Fig. 1: routed metal, one color a layer
Two of the layers only.
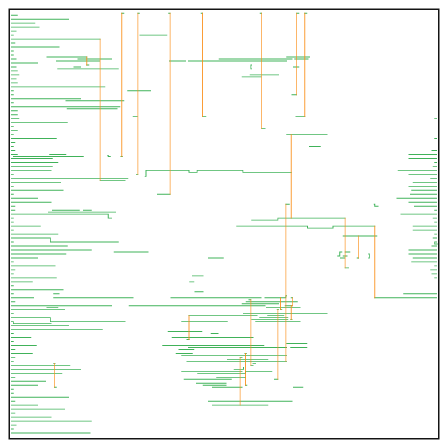
Fig. 2: cell placement
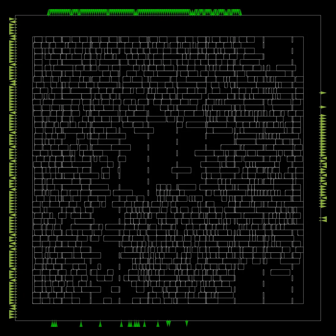
Fig. 3: nets reached from selected ports
The bar under the picture is 50 microns long.
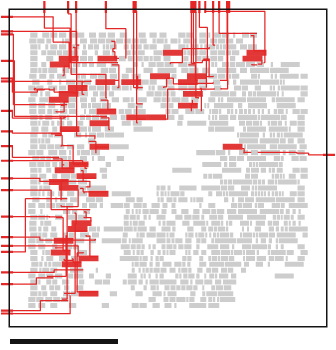
Fig. 4: sequential cells grouped by signal name
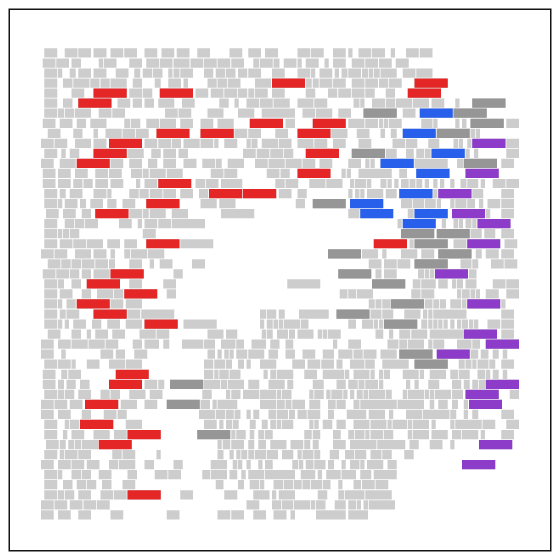
## config.mk

```make
export PLATFORM = sky130hd
export DESIGN_NAME = mpc_trace_arbiter_flat
export DESIGN_NICKNAME = d
export VERILOG_FILES = /design/src/rtl/mpc_trace_arbiter_if.sv /design/src/rtl/mpc_trace_arbiter.sv /design/src/flat_wrapper.sv
export SDC_FILE = /design/constraint.sdc
export NUM_CORES = 1
export LEC_CHECK = 0
export CAP_MARGIN = 20
export CORE_MARGIN = 8
export CORE_UTILIZATION = 43
export CTS_CLUSTER_DIAMETER = 40
export CTS_CLUSTER_SIZE = 20
export DETAILED_ROUTE_END_ITERATION = 16
export GPL_TIMING_DRIVEN = 1
export HOLD_SLACK_MARGIN = 0.06
export PLACE_DENSITY = 0.82
export RECOVER_POWER = 100
export REMOVE_ABC_BUFFERS = 1
export SYNTH_ARGS = -nofsm -noshare
export SYNTH_HDL_FRONTEND = slang
export SYNTH_SLANG_ARGS = --single-unit
```

## constraint.sdc

```tcl
create_clock -name clk -period 6.05 [get_ports clk]
set_input_delay 0.605 -clock clk [delete_from_list [all_inputs] [get_ports clk]]
set_output_delay 0.605 -clock clk [all_outputs]
set_load 0.03 [all_outputs]
```

## src/rtl/mpc_trace_arbiter_if.sv

```systemverilog
// -----------------------------------------------------------------------------
// mpc_trace_arbiter_if
// Bundles the per-core trace request handshake and the trace RAM write port
// used by mpc_trace_arbiter.
//
//   req_valid  [NUM_CORES]         per-core frame valid
//   req_data   [NUM_CORES*DATA_W]  per-core frames, core i at [i*DATA_W +: DATA_W]
//   req_ready  [NUM_CORES]         per-core accept
//   ram_wr                         RAM write strobe
//   ram_addr   [ADDR_W]            RAM write address
//   ram_wdata  [DATA_W]            RAM write data
//
// modport master : trace sources / RAM side (drives requests)
// modport slave  : the arbiter (accepts requests, drives the RAM port)
// -----------------------------------------------------------------------------
interface mpc_trace_arbiter_if #(
    parameter int NUM_CORES = 5,
    parameter int DATA_W    = 36,
    parameter int ADDR_W    = 10
);
    logic [NUM_CORES-1:0]        req_valid;
    logic [NUM_CORES*DATA_W-1:0] req_data;
    logic [NUM_CORES-1:0]        req_ready;
    logic                        ram_wr;
    logic [ADDR_W-1:0]           ram_addr;
    logic [DATA_W-1:0]           ram_wdata;

    modport master (
        output req_valid, req_data,
        input  req_ready, ram_wr, ram_addr, ram_wdata
    );

    modport slave (
        input  req_valid, req_data,
        output req_ready, ram_wr, ram_addr, ram_wdata
    );
endinterface

```

## src/rtl/mpc_trace_arbiter.sv

```systemverilog
// -----------------------------------------------------------------------------
// mpc_trace_arbiter
// Shares one trace RAM between NUM_CORES OCI data-trace sources. Frames are
// round-robin arbitrated, written to sequential RAM addresses one cycle after
// acceptance, and the end-of-test drain is sequenced to assert test_has_ended.
//
// Ports:
//   clk, reset_n     clock, asynchronous active-low reset
//   trace_enable     level, 1 starts/continues capture
//   wrap_mode        1 = circular buffer, 0 = stop when full
//   test_ending      requests the end-of-test drain
//   test_has_ended   sticky, trace complete (DONE reached)
//   wrap_flag        sticky, write address has wrapped at least once
//   drop_count[16]   frames discarded in DONE, saturating
//   bus              mpc_trace_arbiter_if.slave (requests + RAM write port)
//
// Optional build macro MPC_TRACE_ARB_SRCID_EN: the granted core index is
// stored in the spare frame bits (wdata[DATA_W-1 -: 2] = idx[1:0],
// wdata[DATA_W-3] = idx[2]). Without it the frame is written verbatim.
// -----------------------------------------------------------------------------
module mpc_trace_arbiter #(
    parameter int NUM_CORES = 5,
    parameter int DATA_W    = 36,
    parameter int ADDR_W    = 10,
    parameter int DRAIN_MAX = 64
) (
    input  logic        clk,
    input  logic        reset_n,
    input  logic        trace_enable,
    input  logic        wrap_mode,
    input  logic        test_ending,
    output logic        test_has_ended,
    output logic        wrap_flag,
    output logic [15:0] drop_count,
    mpc_trace_arbiter_if.slave bus
);

    localparam logic [1:0] S_IDLE  = 2'd0;
    localparam logic [1:0] S_RUN   = 2'd1;
    localparam logic [1:0] S_DRAIN = 2'd2;
    localparam logic [1:0] S_DONE  = 2'd3;

    localparam logic [ADDR_W-1:0] ADDR_TOP = '1;
    localparam int                CNT_W    = (DRAIN_MAX > 1) ? $clog2(DRAIN_MAX) : 1;
    localparam logic [CNT_W-1:0]  CNT_LAST = CNT_W'(DRAIN_MAX - 1);
    localparam logic [2:0]        PTR_LAST = 3'(NUM_CORES - 1);

    function automatic logic [15:0] sat_add16(input logic [15:0] a, input logic [3:0] b);
        logic [16:0] s;
        s = {1'b0, a} + {13'd0, b};
        return s[16] ? 16'hFFFF : s[15:0];
    endfunction

    logic [1:0]        state, state_nxt;
    logic [2:0]        rr_ptr;
    logic [ADDR_W-1:0] wr_addr;
    logic [CNT_W-1:0]  drain_cnt;

    logic              arb_en;
    logic              gnt_vld;
    logic [2:0]        gnt_idx;
    logic              xfer_p0;
    logic [DATA_W-1:0] frame_p0;
    logic [DATA_W-1:0] wdata_p0;
    logic              top_p0;

    logic              vld_p1;
    logic              wrap_p1;
    logic [ADDR_W-1:0] addr_p1;
    logic [DATA_W-1:0] data_p1;

    // ---- stage p0: arbitration and acceptance --------------------------------
    assign arb_en = (state == S_RUN) || (state == S_DRAIN);

    always_comb begin
        gnt_vld = 1'b0;
        gnt_idx = '0;
        for (int k = 0; k < NUM_CORES; k++) begin
            if (!gnt_vld && bus.req_valid[(int'(rr_ptr) + k) % NUM_CORES]) begin
                gnt_vld = 1'b1;
                gnt_idx = 3'((int'(rr_ptr) + k) % NUM_CORES);
            end
        end
    end

    assign xfer_p0  = arb_en && gnt_vld;
    assign top_p0   = (wr_addr == ADDR_TOP);
    assign frame_p0 = bus.req_data[int'(gnt_idx)*DATA_W +: DATA_W];

`ifdef MPC_TRACE_ARB_SRCID_EN
    assign wdata_p0 = {gnt_idx[1:0], gnt_idx[2], frame_p0[DATA_W-4:0]};
`else
    assign wdata_p0 = frame_p0;
`endif

    // DONE accepts everything so that no source can stall forever on a
    // finished trace.
    always_comb begin
        for (int i = 0; i < NUM_CORES; i++) begin
            bus.req_ready[i] = (state == S_DONE) || (xfer_p0 && (gnt_idx == 3'(i)));
        end
    end

    always_comb begin
        state_nxt = state;
        case (state)
            S_IDLE: begin
                if (test_ending)       state_nxt = S_DONE;
                else if (trace_enable) state_nxt = S_RUN;
            end
            S_RUN: begin
                // A full buffer in stop mode ends the trace even if a drain
                // request arrives in the same cycle.
                if (xfer_p0 && top_p0 && !wrap_mode) state_nxt = S_DONE;
                else if (test_ending)                state_nxt = S_DRAIN;
                else if (!trace_enable)              state_nxt = S_IDLE;
            end
            S_DRAIN: begin
                if (!(|bus.req_valid) || (drain_cnt == CNT_LAST)) state_nxt = S_DONE;
            end
            default: state_nxt = S_DONE;
        endcase
    end

    always_ff @(posedge clk or negedge reset_n) begin
        if (!reset_n) begin
            state      <= S_IDLE;
            rr_ptr     <= '0;
            wr_addr    <= '0;
            drain_cnt  <= '0;
            drop_count <= '0;
        end else begin
            state     <= state_nxt;
            drain_cnt <= (state == S_DRAIN) ? drain_cnt + 1'b1 : '0;
            if (xfer_p0) begin
                rr_ptr  <= (gnt_idx == PTR_LAST) ? 3'd0 : gnt_idx + 3'd1;
                wr_addr <= wr_addr + 1'b1;
            end
            if (state == S_DONE)
                drop_count <= sat_add16(drop_count, 4'($countones(bus.req_valid)));
        end
    end

    // ---- stage p1: RAM write port --------------------------------------------
    always_ff @(posedge clk or negedge reset_n) begin
        if (!reset_n) begin
            vld_p1    <= 1'b0;
            wrap_p1   <= 1'b0;
            addr_p1   <= '0;
            data_p1   <= '0;
            wrap_flag <= 1'b0;
        end else begin
            vld_p1  <= xfer_p0;
            wrap_p1 <= xfer_p0 && top_p0 && wrap_mode;
            if (xfer_p0) begin
                addr_p1 <= wr_addr;
                data_p1 <= wdata_p0;
            end
            // The flag rises once the top-address write has been issued.
            if (vld_p1 && wrap_p1) wrap_flag <= 1'b1;
        end
    end

    assign bus.ram_wr      = vld_p1;
    assign bus.ram_addr    = addr_p1;
    assign bus.ram_wdata   = data_p1;
    assign test_has_ended  = (state == S_DONE);

endmodule

```

## src/flat_wrapper.sv

```systemverilog
// flat-port wrapper written by rule: the top's interface ports become plain ports
module mpc_trace_arbiter_flat 
#(
    parameter int NUM_CORES = 5,
    parameter int DATA_W    = 36,
    parameter int ADDR_W    = 10,
    parameter int DRAIN_MAX = 64
)
  (clk, reset_n, trace_enable, wrap_mode, test_ending, test_has_ended, wrap_flag, drop_count, bus_req_valid, bus_req_data, bus_req_ready, bus_ram_wr, bus_ram_addr, bus_ram_wdata);
  mpc_trace_arbiter_if #(.NUM_CORES(NUM_CORES), .DATA_W(DATA_W), .ADDR_W(ADDR_W)) bus_i ();
  input  logic clk;
  input  logic reset_n;
  input  logic trace_enable;
  input  logic wrap_mode;
  input  logic test_ending;
  output logic test_has_ended;
  output logic wrap_flag;
  output logic [15:0] drop_count;
  input wire logic [$bits(bus_i.req_valid)-1:0] bus_req_valid;
  input wire logic [$bits(bus_i.req_data)-1:0] bus_req_data;
  output wire logic [$bits(bus_i.req_ready)-1:0] bus_req_ready;
  output wire logic [$bits(bus_i.ram_wr)-1:0] bus_ram_wr;
  output wire logic [$bits(bus_i.ram_addr)-1:0] bus_ram_addr;
  output wire logic [$bits(bus_i.ram_wdata)-1:0] bus_ram_wdata;
  assign bus_i.req_valid = bus_req_valid;
  assign bus_i.req_data = bus_req_data;
  assign bus_req_ready = bus_i.req_ready;
  assign bus_ram_wr = bus_i.ram_wr;
  assign bus_ram_addr = bus_i.ram_addr;
  assign bus_ram_wdata = bus_i.ram_wdata;
  mpc_trace_arbiter #(.NUM_CORES(NUM_CORES), .DATA_W(DATA_W), .ADDR_W(ADDR_W), .DRAIN_MAX(DRAIN_MAX)) u_core (.clk(clk), .reset_n(reset_n), .trace_enable(trace_enable), .wrap_mode(wrap_mode), .test_ending(test_ending), .test_has_ended(test_has_ended), .wrap_flag(wrap_flag), .drop_count(drop_count), .bus(bus_i));
endmodule
```

==> changes_impl.md <==
### Metrics

* Hold path depth at 1
* Slew Viols, Final at 89
* Dominant cell area share at 0.295
* Final Hold Violation Tally at 0
* Critical Path, Cell by Cell: inv_2 > ha_1 > inv_1 > ha_2 > inv_1 > ha_1 > or3_1 > nand3_1 > and2_4 > inv_1 > ha_1 > mux4_2 > o21ai_0 > a21oi_2 > a2111o_1 > and4_2 > nor2_4 > inv_1 > ha_1 > inv_1 > nor2_1 > a21o_1 > buf_4
* Switching Fraction at 0.339
* Worst-margin pin slew at 3.14 ns
* Core ar. at 0.0166 sq mm
* 1st-pass router iterations at 5
* Hold Crit Class: flip-flop to flip-flop
* Area delta synth->final at 43.3%
* Status: finished, violations left
* Failing checks: max-capacitance violations, max-slew violations
* Max cap viols at 2
* HP Start: u_core.drain_cnt[0]
* Syn Area/Cell at roughly 9 sq um
* Clk cell area share at 0.0293
* CTS Buf Count at 9
* WS Path Type: flip-flop to primary output
* Top_reg_cell synth: dfrtp_1
* Largest net degree at the start of global routing at around 74
Back to the opening pictures, Fig. 1:
- green: met3 (wire length 2430 microns)
- orange: met4 (wire length 588 microns)
vias: 7409
routed length per instance: 21.5 microns

Back to the opening pictures, Fig. 2:
standard-cell rows: 47
Post-Layout Cell Count: 1266
flip-flops: 86
Final Core Density: 0.631

Back to the opening pictures, Fig. 3:
- red: bus_ram_wdata (bits 36; direction output; edge 20 left, 15 top, 1 right; end cells 36; wire 2050 microns)
IO Port Bufs: 259
# IOs: 260

Back to the opening pictures, Fig. 4:
- red: u_core.bus.ram_wdata (placed flops 36)
- blue: u_core.wr_addr (placed flops 10)
- purple: u_core.drop_count (placed flops 16)
- not colored: 24
Seq area share: 0.206
sequential cell area: 0.00215 sq mm

==> sequential cells by signal, summed over array words and instances, names as in the netlist <==
register	flops
u_core.wrap_p1	1
u_core.rr_ptr	3
u_core.state	2
u_core.bus.ram_wr	1
u_core.bus.ram_wdata	36
u_core.drain_cnt	6
u_core.wr_addr	10
u_core.wrap_flag	1
u_core.drop_count	16
u_core.bus.ram_addr	10
==> power by group through the flow <==
stage                     Clock (mW)  Sequential (mW)  Combinational (mW)
after CTS                      0.578            0.645               0.559
after global routing           0.604            0.650               0.602
after global placement             0            0.653               0.543
after detailed placement           0            0.655               0.552
after floorplan                    0            0.708               0.222
final                          0.569            0.643               0.558
==> layer usage <==
metal | routed length (microns) | vias up | global-route usage
li1 | - | 3444 | -
met1 | 10700 | 3577 | 0.289
met2 | 13500 | 341 | 0.411
met3 | 2430 | 47 | 0.0720
met4 | 587 | 0 | 0.0793
met5 | 0 | - | 0
==> timing repair <==
item	CTS	global route
cloned	0	2
endpoints found under the setup margin	4	5
resized	8	6
pin swaps	0	1
endpoints found under the hold margin	0	0
setup buffers	0	3
==> cell families after synthesis <==
kind of cell,synth area share
xor gates and xnor gates,0.0372
and+or+nand+nor,0.139
DFF,0.295
adders and majority gates,0.0699
AOI/OAI and AO/OA,0.369
buffers and inverters,0.0598
muxes,0.0297
==> Yosys cell counts (all sizes together), types with 3 or more instances <==
cell and instances:
dfrtp 86, inv 35, mux2i 11, a211oi 40, a21boi 37, nor2 21, nand3 19, a22oi 36
or3 4, nor3 11, xor2 10, and3 4, a21o 7, nand4 7, and2 7, o211a 39
o21ai 60, buf 38, o21bai 3, o221ai 3, or2 3, mux2 4, nand2b 7, xnor2 21
nand2 118, a31oi 3, nor2b 9, a21oi 21, ha 36, clkbuf 18, o31ai 43, fa 3
o211ai 5
No activity file was given, so power comes from the tool's default toggle rates.
